**config.mk**
```make
export PLATFORM = sky130hd
export DESIGN_NAME = lu_sweep_ctrl
export DESIGN_NICKNAME = d
export VERILOG_FILES = /design/src/rtl/lu_pkg.sv /design/src/rtl/lu_settle_timer.sv /design/src/rtl/lu_sweep_ctrl.sv
export SDC_FILE = /design/constraint.sdc
export NUM_CORES = 1
export LEC_CHECK = 0
export CAP_MARGIN = 20
export CORE_UTILIZATION = 47
export DETAILED_ROUTE_END_ITERATION = 8
export HOLD_SLACK_MARGIN = 0.08
export MAX_ROUTING_LAYER = met4
export PLACE_DENSITY = 0.84
export SYNTH_ARGS = -nofsm -noshare
export SYNTH_HDL_FRONTEND = slang
export SYNTH_SLANG_ARGS = --single-unit
```
**constraint.sdc**
```tcl
create_clock -name clk -period 2.2 [get_ports clk]
set_input_delay 0.33 -clock clk [delete_from_list [all_inputs] [get_ports clk]]
set_output_delay 0.33 -clock clk [all_outputs]
set_load 0.005 [all_outputs]
```
**src/rtl/lu_pkg.sv**
```systemverilog
// -----------------------------------------------------------------------------
// lu_pkg
// Shared definitions for the logic-unit sweep controller.
//   - lu_state_e : sweep FSM states
//   - LU_GOLDEN  : truth-table word produced by a correct 8-function logic unit
//   - OP_*       : 3-bit select codes ({c1,c2,c3}) in sweep order
//   - NIB_*      : 4-bit truth-table nibble each op produces,
//                  bit [2x+y] = s for operands (x,y)
// No ports (package).
// -----------------------------------------------------------------------------
package lu_pkg;

  typedef enum logic [1:0] {
    IDLE   = 2'd0,
    SETTLE = 2'd1,
    SAMPLE = 2'd2,
    DONE   = 2'd3
  } lu_state_e;

  localparam logic [31:0] LU_GOLDEN = 32'h56E8_1793;

  localparam logic [2:0] OP_NOTX = 3'd0;
  localparam logic [2:0] OP_XNOR = 3'd1;
  localparam logic [2:0] OP_NAND = 3'd2;
  localparam logic [2:0] OP_NOR  = 3'd3;
  localparam logic [2:0] OP_AND  = 3'd4;
  localparam logic [2:0] OP_OR   = 3'd5;
  localparam logic [2:0] OP_XOR  = 3'd6;
  localparam logic [2:0] OP_NOTY = 3'd7;

  localparam logic [3:0] NIB_NOTX = 4'h3;
  localparam logic [3:0] NIB_XNOR = 4'h9;
  localparam logic [3:0] NIB_NAND = 4'h7;
  localparam logic [3:0] NIB_NOR  = 4'h1;
  localparam logic [3:0] NIB_AND  = 4'h8;
  localparam logic [3:0] NIB_OR   = 4'hE;
  localparam logic [3:0] NIB_XOR  = 4'h6;
  localparam logic [3:0] NIB_NOTY = 4'h5;

  // Expected nibble for a select code; concatenating these for ops 7..0
  // reproduces LU_GOLDEN.
  function automatic logic [3:0] lu_exp_nibble(input logic [2:0] op);
    logic [3:0] nib;
    case (op)
      OP_NOTX: nib = NIB_NOTX;
      OP_XNOR: nib = NIB_XNOR;
      OP_NAND: nib = NIB_NAND;
      OP_NOR:  nib = NIB_NOR;
      OP_AND:  nib = NIB_AND;
      OP_OR:   nib = NIB_OR;
      OP_XOR:  nib = NIB_XOR;
      default: nib = NIB_NOTY;
    endcase
    return nib;
  endfunction

endpackage

```
**src/rtl/lu_settle_timer.sv**
```systemverilog
// -----------------------------------------------------------------------------
// lu_settle_timer
// 4-bit up counter that measures how long the operands have been held.
// Ports:
//   clk      - clock, rising edge
//   rst_n    - asynchronous active-low reset (count -> 0)
//   clr_i    - synchronous clear to 0 (has priority over en_i)
//   en_i     - count up by one
//   expire_o - high while the count equals SETTLE_CYC-1
// Parameter SETTLE_CYC: hold time in cycles, legal range 1..15.
// -----------------------------------------------------------------------------
module lu_settle_timer #(
  parameter int unsigned SETTLE_CYC = 1
) (
  input  logic clk,
  input  logic rst_n,
  input  logic clr_i,
  input  logic en_i,
  output logic expire_o
);

  localparam logic [3:0] LAST = 4'(SETTLE_CYC - 1);

  logic [3:0] cnt_q;
  logic [3:0] cnt_d;

  always_comb begin
    cnt_d = cnt_q;
    if (clr_i) begin
      cnt_d = 4'd0;
    end else if (en_i) begin
      cnt_d = cnt_q + 4'd1;
    end
  end

  always_ff @(posedge clk or negedge rst_n) begin
    if (!rst_n) begin
      cnt_q <= 4'd0;
    end else begin
      cnt_q <= cnt_d;
    end
  end

  assign expire_o = (cnt_q == LAST);

endmodule

```
**src/rtl/lu_sweep_ctrl.sv**
```systemverilog
// -----------------------------------------------------------------------------
// lu_sweep_ctrl
// Sweeps the 8-function logic unit through every select code and operand
// pair, holding each step for SETTLE_CYC cycles and then sampling the unit's
// result into a 32-bit truth-table word.
// Ports:
//   clk       - clock, rising edge
//   rst_n     - asynchronous active-low reset
//   start     - sweep request, only honoured in IDLE
//   s_in      - result from the logic unit
//   x, y      - operands = idx[1], idx[0]
//   c1,c2,c3  - select = idx[4:2]
//   busy      - high in SETTLE and SAMPLE
//   done      - one-cycle pulse in DONE
//   table_out - bit [4k+2x+y] = s for op k, operands (x,y)
//   pass      - (only with LU_SELFCHECK_EN) table matched LU_GOLDEN
// Optional feature macro: LU_SELFCHECK_EN adds the pass port and comparator.
// Parameter SETTLE_CYC: legal range 1..15.
// Handshake: start is a level request, no ready; a request seen outside IDLE
// is dropped, and a level held through DONE starts the next sweep on the
// IDLE cycle that follows.
// -----------------------------------------------------------------------------
module lu_sweep_ctrl
  import lu_pkg::*;
#(
  parameter int unsigned SETTLE_CYC = 1
) (
  input  logic        clk,
  input  logic        rst_n,
  input  logic        start,
  input  logic        s_in,
  output logic        x,
  output logic        y,
  output logic        c1,
  output logic        c2,
  output logic        c3,
  output logic        busy,
  output logic        done,
  output logic [31:0] table_out
`ifdef LU_SELFCHECK_EN
  ,
  output logic        pass
`endif
);

  lu_state_e   state_q, state_d;
  logic [4:0]  idx_q, idx_d;
  logic [31:0] table_q, table_d;
  logic        settle_exp;

  lu_settle_timer #(
    .SETTLE_CYC(SETTLE_CYC)
  ) u_timer (
    .clk      (clk),
    .rst_n    (rst_n),
    .clr_i    (state_q != SETTLE),
    .en_i     (state_q == SETTLE),
    .expire_o (settle_exp)
  );

  // State register
  always_ff @(posedge clk or negedge rst_n) begin
    if (!rst_n) begin
      state_q <= IDLE;
    end else begin
      state_q <= state_d;
    end
  end

  // Next-state logic
  always_comb begin
    state_d = state_q;
    case (state_q)
      IDLE:    if (start) state_d = SETTLE;
      SETTLE:  if (settle_exp) state_d = SAMPLE;
      SAMPLE:  state_d = (idx_q == 5'd31) ? DONE : SETTLE;
      DONE:    state_d = IDLE;
      default: state_d = IDLE;
    endcase
  end

  // Output logic (Moore)
  always_comb begin
    busy = (state_q == SETTLE) || (state_q == SAMPLE);
    done = (state_q == DONE);
  end

  // Step index and capture register
`ifdef LU_SELFCHECK_EN
  logic pass_q, pass_d;
`endif

  always_comb begin
    idx_d   = idx_q;
    table_d = table_q;
`ifdef LU_SELFCHECK_EN
    pass_d  = pass_q;
`endif
    case (state_q)
      IDLE: begin
        if (start) begin
          idx_d   = 5'd0;
          table_d = 32'd0;
`ifdef LU_SELFCHECK_EN
          pass_d  = 1'b0;
`endif
        end
      end
      SAMPLE: begin
        table_d[idx_q] = s_in;
        if (idx_q != 5'd31) idx_d = idx_q + 5'd1;
      end
      DONE: begin
        idx_d  = 5'd0;
        // The last sample was written on the SAMPLE->DONE edge, so
        // table_q already holds the complete word here.
`ifdef LU_SELFCHECK_EN
        pass_d = (table_q == LU_GOLDEN);
`endif
      end
      default: ;
    endcase
  end

  always_ff @(posedge clk or negedge rst_n) begin
    if (!rst_n) begin
      idx_q   <= 5'd0;
      table_q <= 32'd0;
    end else begin
      idx_q   <= idx_d;
      table_q <= table_d;
    end
  end

`ifdef LU_SELFCHECK_EN
  always_ff @(posedge clk or negedge rst_n) begin
    if (!rst_n) begin
      pass_q <= 1'b0;
    end else begin
      pass_q <= pass_d;
    end
  end
  assign pass = pass_q;
`endif

  // Operands and select come straight from the index register.
  assign {c1, c2, c3} = idx_q[4:2];
  assign x            = idx_q[1];
  assign y            = idx_q[0];
  assign table_out    = table_q;

endmodule
```
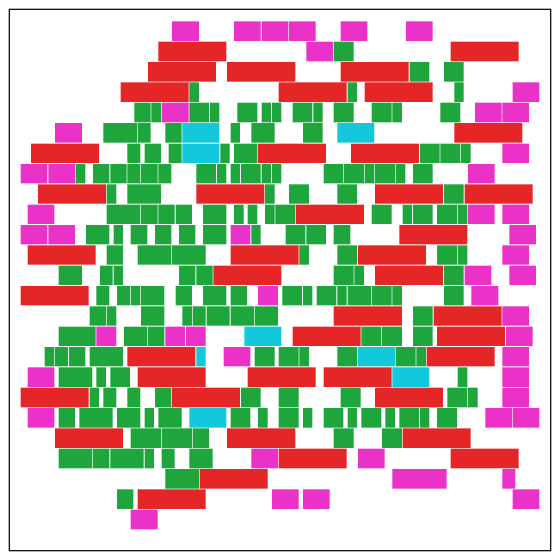
Fig. 1. Cell classes on the final placement (run 1).
| class | color | cells | share of their area |
|---|---|---|---|
| sequential cells | red | 43 | 38% |
| clock drivers and dummy loads | cyan | 8 | 3.5% |
| remaining buffers and delay cells | magenta | 49 | 17% |
| combinational and other logic | green | 178 | 41% |

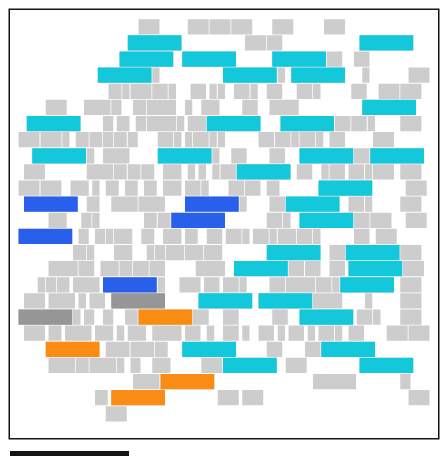
Fig. 2. Sequential cells colored by netlist name (run 1).
Bar = 20 um. Other sequential cells in the stronger gray, the rest of the logic in the fainter gray.
| netlist name | color | placed flops |
|---|---|---|
| u_timer.cnt_q | orange | 4 |
| table_out | cyan | 32 |
| idx_q | blue | 5 |
not colored: 2

==> results.txt, run 1 <==
Implementation results. The run finished, with violations left. The final reports fail on DRC. Maximum number of pins on one net before global-route repair landed at 34. Checking hold timing, the worst path is listed with class flop to flop. Number of nets in the layout landed at approximately 300. The data arrival time reported for the critical path is 2.21 ns. Total of max-cap violations landed at 0.

Summed over all layers, the global routing overflow is 0. Subtracting the final worst setup slack from the clock period gives 2.02 ns. The power report puts the leakage power at between 1 and 1.5 nW.

Proportion of synthesized flip-flops having asynchronous set or reset landed at 1.00. Number of cells produced by synthesis landed at 236. Number of standard cells in the layout, taps in and fillers out landed at 345. Yosys warning count landed at 0. Power density over cell area landed at 508 nW/um^2. The script parses the final routing iteration and logs DRC violations as 2. Share of the clock period used by the worst path landed at 0.918. After detailed placement, the design holds a cell count of 336.

Maximum fanout along the worst path landed at 9. Buffers plus inverters on the worst setup path landed at 0. The critical path is of the flop to flop type.

The script logs the ratio of routed vias to standard cells as ~5.9. The report lists the number of cells resized after CTS as 0. Among all stages on the critical path, the largest delay is contributed by dfrtp_1.

Pins over their slew limit in the final report were tallied at 0. The path with the worst hold slack has its endpoint at u_timer.cnt_q[0]. Slew at the pin with the worst max-slew slack landed at 0.658 ns. Area of the die landed at 5210 um^2. Final-report setup violation count landed at 0. Number of cells in Yosys stat landed at 236.

I/O pin total landed at 43. Per STA, the worst path accumulates the most delay in the family simple AND/OR/NAND/NOR gates. Required time of the worst setup path landed at 2.39 ns.

Clock sink count landed at 43. The layout has between 300 and 400 filler cells. Counting flops with a built-in enable in the synthesized netlist gives 0. Die span in x landed at 72.2 um. Worst setup slack for register-to-register paths landed at approximately 0.18 ns. Post-synthesis net count landed at ~250. CTS placed an instance of clkbuf_8 at the clock tree root.

Checking max transition, the worst relative margin is 0.557. For the final routed database, the setup TNS stands at 0 ns. The logs give a warning total of 33. STA lists the endpoint of the worst register-to-register path as idx_q[3]. Die span in y landed at a little over 70 um. Per the CTS log, the buffer count on the longest clock path is 2. After detailed placement, the total cell area comes to around 2800 um^2. Initial antenna violation count landed at 0. Register bit total from synthesis landed at 43.
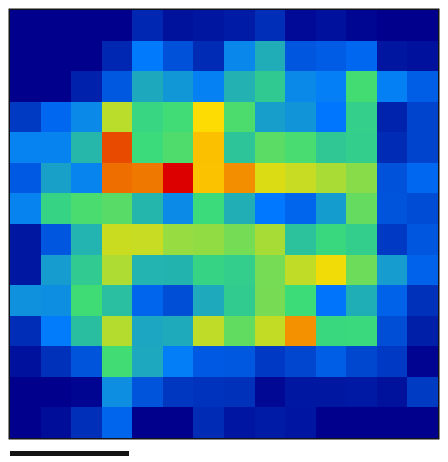
Fig. 3. Signal metal coverage by tile (run 1).
Bar = 20 um. 14 x 14 tiles, from dark blue (low) to red (high), scaled to the fullest tile. Values are wire area over tile area, all layers added.
mean over tiles: 0.17
densest ninth of the die: center
fullest tile: 0.58
tiles over half the peak: 21%

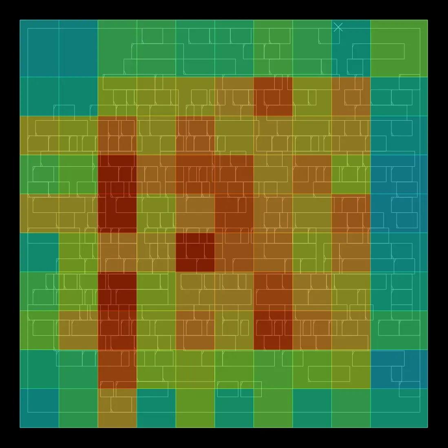
Fig. 4. Track usage over the die (run 1).
average routed wire per standard cell: 16.0 um
met1 routing resource usage after global routing: 0.320
GRT Overall Usage: 0.227
Final Util: 0.616

==> run 1: cells in the final DEF (no fill, tap or decap), types with 3 or more instances in the layout <==
| cell type | instances |
|---|---|
| ha_1 | 11 |
| a31o_2 | 4 |
| inv_1 | 15 |
| o21ai_0 | 5 |
| o211ai_1 | 53 |
| clkbuf_8 | 7 |
| o22ai_1 | 4 |
| nand4_1 | 8 |
| and3_1 | 3 |
| nand3_1 | 3 |
| buf_4 | 5 |
| a22o_1 | 3 |
| clkdlybuf4s50_1 | 41 |
| a21oi_1 | 5 |
| nand2b_1 | 4 |
| nand2_1 | 36 |
| and2_1 | 3 |
| nand3b_1 | 3 |
| dfrtp_1 | 43 |
==> run 1: worst register-to-register path, stage by stage (launching register included) <==
cell and delay, ns:
dfrtp_1 0.47, ha_1 0.31, and3_1 0.20, ha_1 0.26, nand4b_1 0.22, and3_1 0.20
a211o_1 0.26
==> run 1: routing by layer <==
layer / share of wire / wire (um) / global-route usage / vias to the layer above
li1: - / - / - / 957
met1: 0.45 / 2460 / 0.320 / 961
met2: 0.47 / 2590 / 0.318 / 92
met3: 0.067 / 368 / 0.0472 / 11
met4: 0.018 / 100 / 0.0980 / 0
met5: 0 / 0 / - / -
==> run 1: cell type report <==
| cell class | instances | area (um^2) | share of cell area |
|---|---|---|---|
| inverter | 15 | 56.3 | 0.0194 |
| sequential | 43 | 1080 | 0.370 |
| multi-input combinational | 163 | 1110 | 0.382 |
| tap | 67 | 83.8 | 0.0288 |
| clock buffer | 8 | 100 | 0.0344 |
| timing repair buffer | 49 | 483 | 0.166 |
==> run 1: metrics by stage <==
stage               setup slack (ns)   util  power, mW
CTS                            0.188  0.616       1.50
floorplan                      0.324      -      0.868
global placement               0.250  0.593      0.944
detailed placement             0.210  0.593      0.948
finish                         0.180  0.616       1.48
global route                  0.0659  0.616       1.54
==> run 1: repair_timing <==
action                                  CTS  global route
endpoints found under the setup margin    0             0
setup buffers                             0             0
hold buffers                              1             0
endpoints found under the hold margin    22             0
==> run 1: cell families (layout without fill, tap and decap cells) <==
group                      Yosys count  in the layout  synth area share
AOI/OAI and AO/OA                   78             78             0.247
xor gates and xnor gates             2              2           0.00756
adders and majority gates           11             11            0.0594
buffers and inverters               30             72            0.0578
DFF                                 43             43             0.465
muxes                                1              1           0.00432
and+or+nand+nor                     71             71             0.159
==> run 1: report_power, final <==
part | total, mW | switching (mW) | leakage [nW] | internal [mW]
Clock | 0.546 | 0.259 | 0.0515 | 0.286
Combinational | 0.0987 | 0.0395 | 0.702 | 0.0591
Sequential | 0.833 | 0.0197 | 0.487 | 0.813
Total | 1.48 | 0.318 | 1.24 | 1.16
==> run 1: state kept, by name (all words and copies together) (netlist names) <==
signal / count
idx_q: 5
u_timer.cnt_q: 4
table_out: 32
state_q: 2
==> run 1 -> run 2 <==
Settings changed: TNS_END_PERCENT from default to 10.
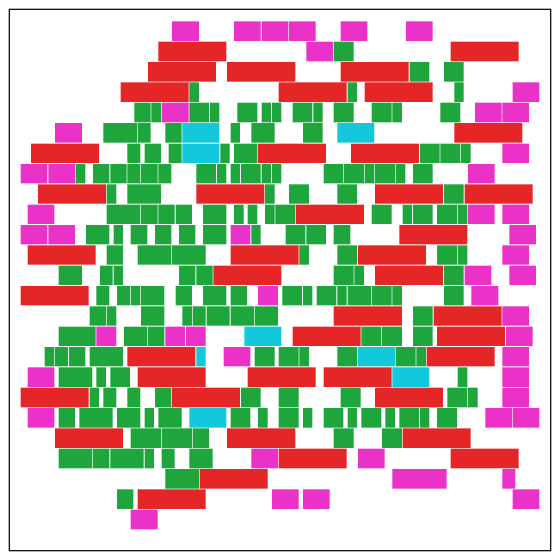
Fig. 5. Cell classes on the final placement (run 2).
| class | color | cells | share of their area |
|---|---|---|---|
| clock drivers and dummy loads | cyan | 8 | 3.5% |
| remaining buffers and delay cells | magenta | 49 | 17% |
| combinational and other logic | green | 178 | 41% |
| sequential cells | red | 43 | 38% |

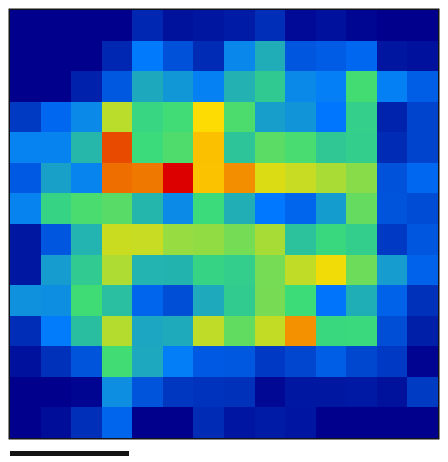
Fig. 6. Signal metal coverage by tile (run 2).
Bar = 20 um. 14 x 14 tiles, from dark blue (low) to red (high), scaled to the fullest tile. Values are wire area over tile area, all layers added.
tiles over half the peak: 21%
mean over tiles: 0.17
densest ninth of the die: center
nearly empty tiles: 12%
fullest tile: 0.58

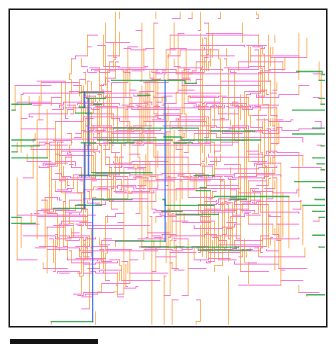
Fig. 7. Signal wires by layer (run 2).
Bar = 20 um.
| layer | color | wire length |
|---|---|---|
| metal 4 | blue | 101 um |
| metal 2 | orange | 2590 um |
| metal 1 | magenta | 2460 um |
| metal 3 | green | 369 um |

==> results.txt, run 2 <==
Implementation results. Via-per-instance ratio landed at 5.86. The share of total power dissipated in sequential elements is 0.564. Warning total across the stage logs landed at 33. Die span in y landed at 72.2 um. Share of the clock period used by the worst path landed at 0.918.

Switching part of the total power landed at 0.216. Cell internal power was estimated by the tool at 1.16 mW. Arrival time of the worst setup path landed at 2.21 ns. Number of cells in Yosys stat landed at 236. Along the critical path, the tally of buffer and inverter instances is 0. Synthesis produced a netlist whose cell count is 236.

Register bit total from synthesis landed at 43. Power share of the combinational group landed at 0.067. Final-report setup violation count landed at 0. The power report puts the net switching power at 0.318 mW. The critical path is of the flop to flop type. Initial antenna violation count landed at 0.

Relative slew slack landed at 0.557. Per the summary, power density relative to cell area is 508 nW/um^2. Final-report max-slew violation count landed at 0. The worst path needs 2.02 ns of the cycle, external delays included. Power comes to about 1.5 mW. Total of max-cap violations landed at 0.

The register with the most flip-flops in the layout has 32 of them. Proportion of synthesized flip-flops having asynchronous set or reset landed at 1.00. The Yosys step of the flow raised 0 warnings. The checks that failed: DRC.

The routed design shows a wire length per standard cell of between 15 and 20 um. No sink is reached through more buffers than the 2 on the longest clock path. The number of nets handed over by synthesis was 251. Counting flops with a built-in enable in the synthesized netlist gives 0.

In this run the critical register-to-register path is captured at idx_q[3]. Count of unresolved DRC violations after routing landed at 2. The run finished, with violations left. The pin closest to its max-slew limit shows a slew of around 0.66 ns.

The count of cells in the finished layout, fillers not included, comes to 345. Adding up every negative setup slack in the final design gives 0 ns. Number of nets in the layout landed at 292. The power report attributes to the clock group a share of 0.369.

Pin placement for this block handled 43 I/O pins. The die is 72.2 um wide. Per the STA report, the cell with the highest stage delay on the worst path is dfrtp_1. By instance count after routing, the leading logic cell type is o211ai_1. Total global-route track usage landed at 0.227. Area of the die landed at roughly 5200 um^2. Worst setup slack for register-to-register paths landed at 0.18 ns.
==> run 2: cell counts after synthesis <==
Identical to the previous run, type by type.
==> run 2: worst min-delay path by stage <==
stage                           startpoint          endpoint  slack, ns
final                     u_timer.cnt_q[0]  u_timer.cnt_q[0]       0.49
after global routing      u_timer.cnt_q[0]  u_timer.cnt_q[0]       0.51
after CTS                 u_timer.cnt_q[0]  u_timer.cnt_q[0]       0.49
after detailed placement             rst_n      table_out[4]       0.34
after global placement               rst_n      table_out[4]       0.35
after floorplan                      rst_n          idx_q[0]       0.03
==> run 2: kinds of logic (layout without fill, tap and decap cells) <==
| group | Yosys count | after routing | share of synthesized area |
|---|---|---|---|
| compound gates | 78 | 78 | 0.247 |
| xor+xnor | 2 | 2 | 0.00756 |
| fa+ha+maj | 11 | 11 | 0.0594 |
| buf+inv | 30 | 72 | 0.0578 |
| flops | 43 | 43 | 0.465 |
| mux | 1 | 1 | 0.00432 |
| simple gates | 71 | 71 | 0.159 |
==> run 2: what timing repair did <==
item	4_1_cts	5_1_grt
endpoints found under the hold margin	22	0
setup buffers	0	0
hold buffers	1	0
resized	0	0
==> run 2: per-stage QoR <==
| stage | utilization | instance area [um^2] | setup WS (ns) | hold WS (ns) |
|---|---|---|---|---|
| final | 0.616 | 2910 | 0.180 | 0.492 |
| after global routing | 0.616 | 2910 | 0.0659 | 0.514 |
| after CTS | 0.616 | 2910 | 0.188 | 0.494 |
| after detailed placement | 0.593 | 2800 | 0.210 | 0.342 |
| after global placement | 0.593 | 2800 | 0.250 | 0.350 |
| after floorplan | - | 2320 | 0.324 | 0.0344 |
==> run 2: final cells by class <==
type,instances,area (um^2),area share
clock buffer,8,100,0.0344
inverter,15,56.3,0.0194
multi-input combinational,163,1110,0.382
sequential,43,1080,0.370
tap,67,83.8,0.0288
timing repair buffer,49,483,0.166
==> run 2: metal layers <==
| layer | wire [um] | track usage | up-vias |
|---|---|---|---|
| li1 | - | - | 957 |
| met5 | 0 | - | - |
| met1 | 2460 | 0.320 | 961 |
| met3 | 368 | 0.0472 | 11 |
| met4 | 100 | 0.0980 | 0 |
| met2 | 2590 | 0.318 | 92 |
==> run 2: power groups by stage <==
stage	combinational, mW	sequential (mW)	clock, mW
after floorplan	0.0209	0.847	0
after global placement	0.0965	0.847	0
after detailed placement	0.0988	0.849	0
after CTS	0.100	0.833	0.562
after global routing	0.109	0.836	0.595
final	0.0987	0.833	0.546
Power and IR drop assume default switching activity.
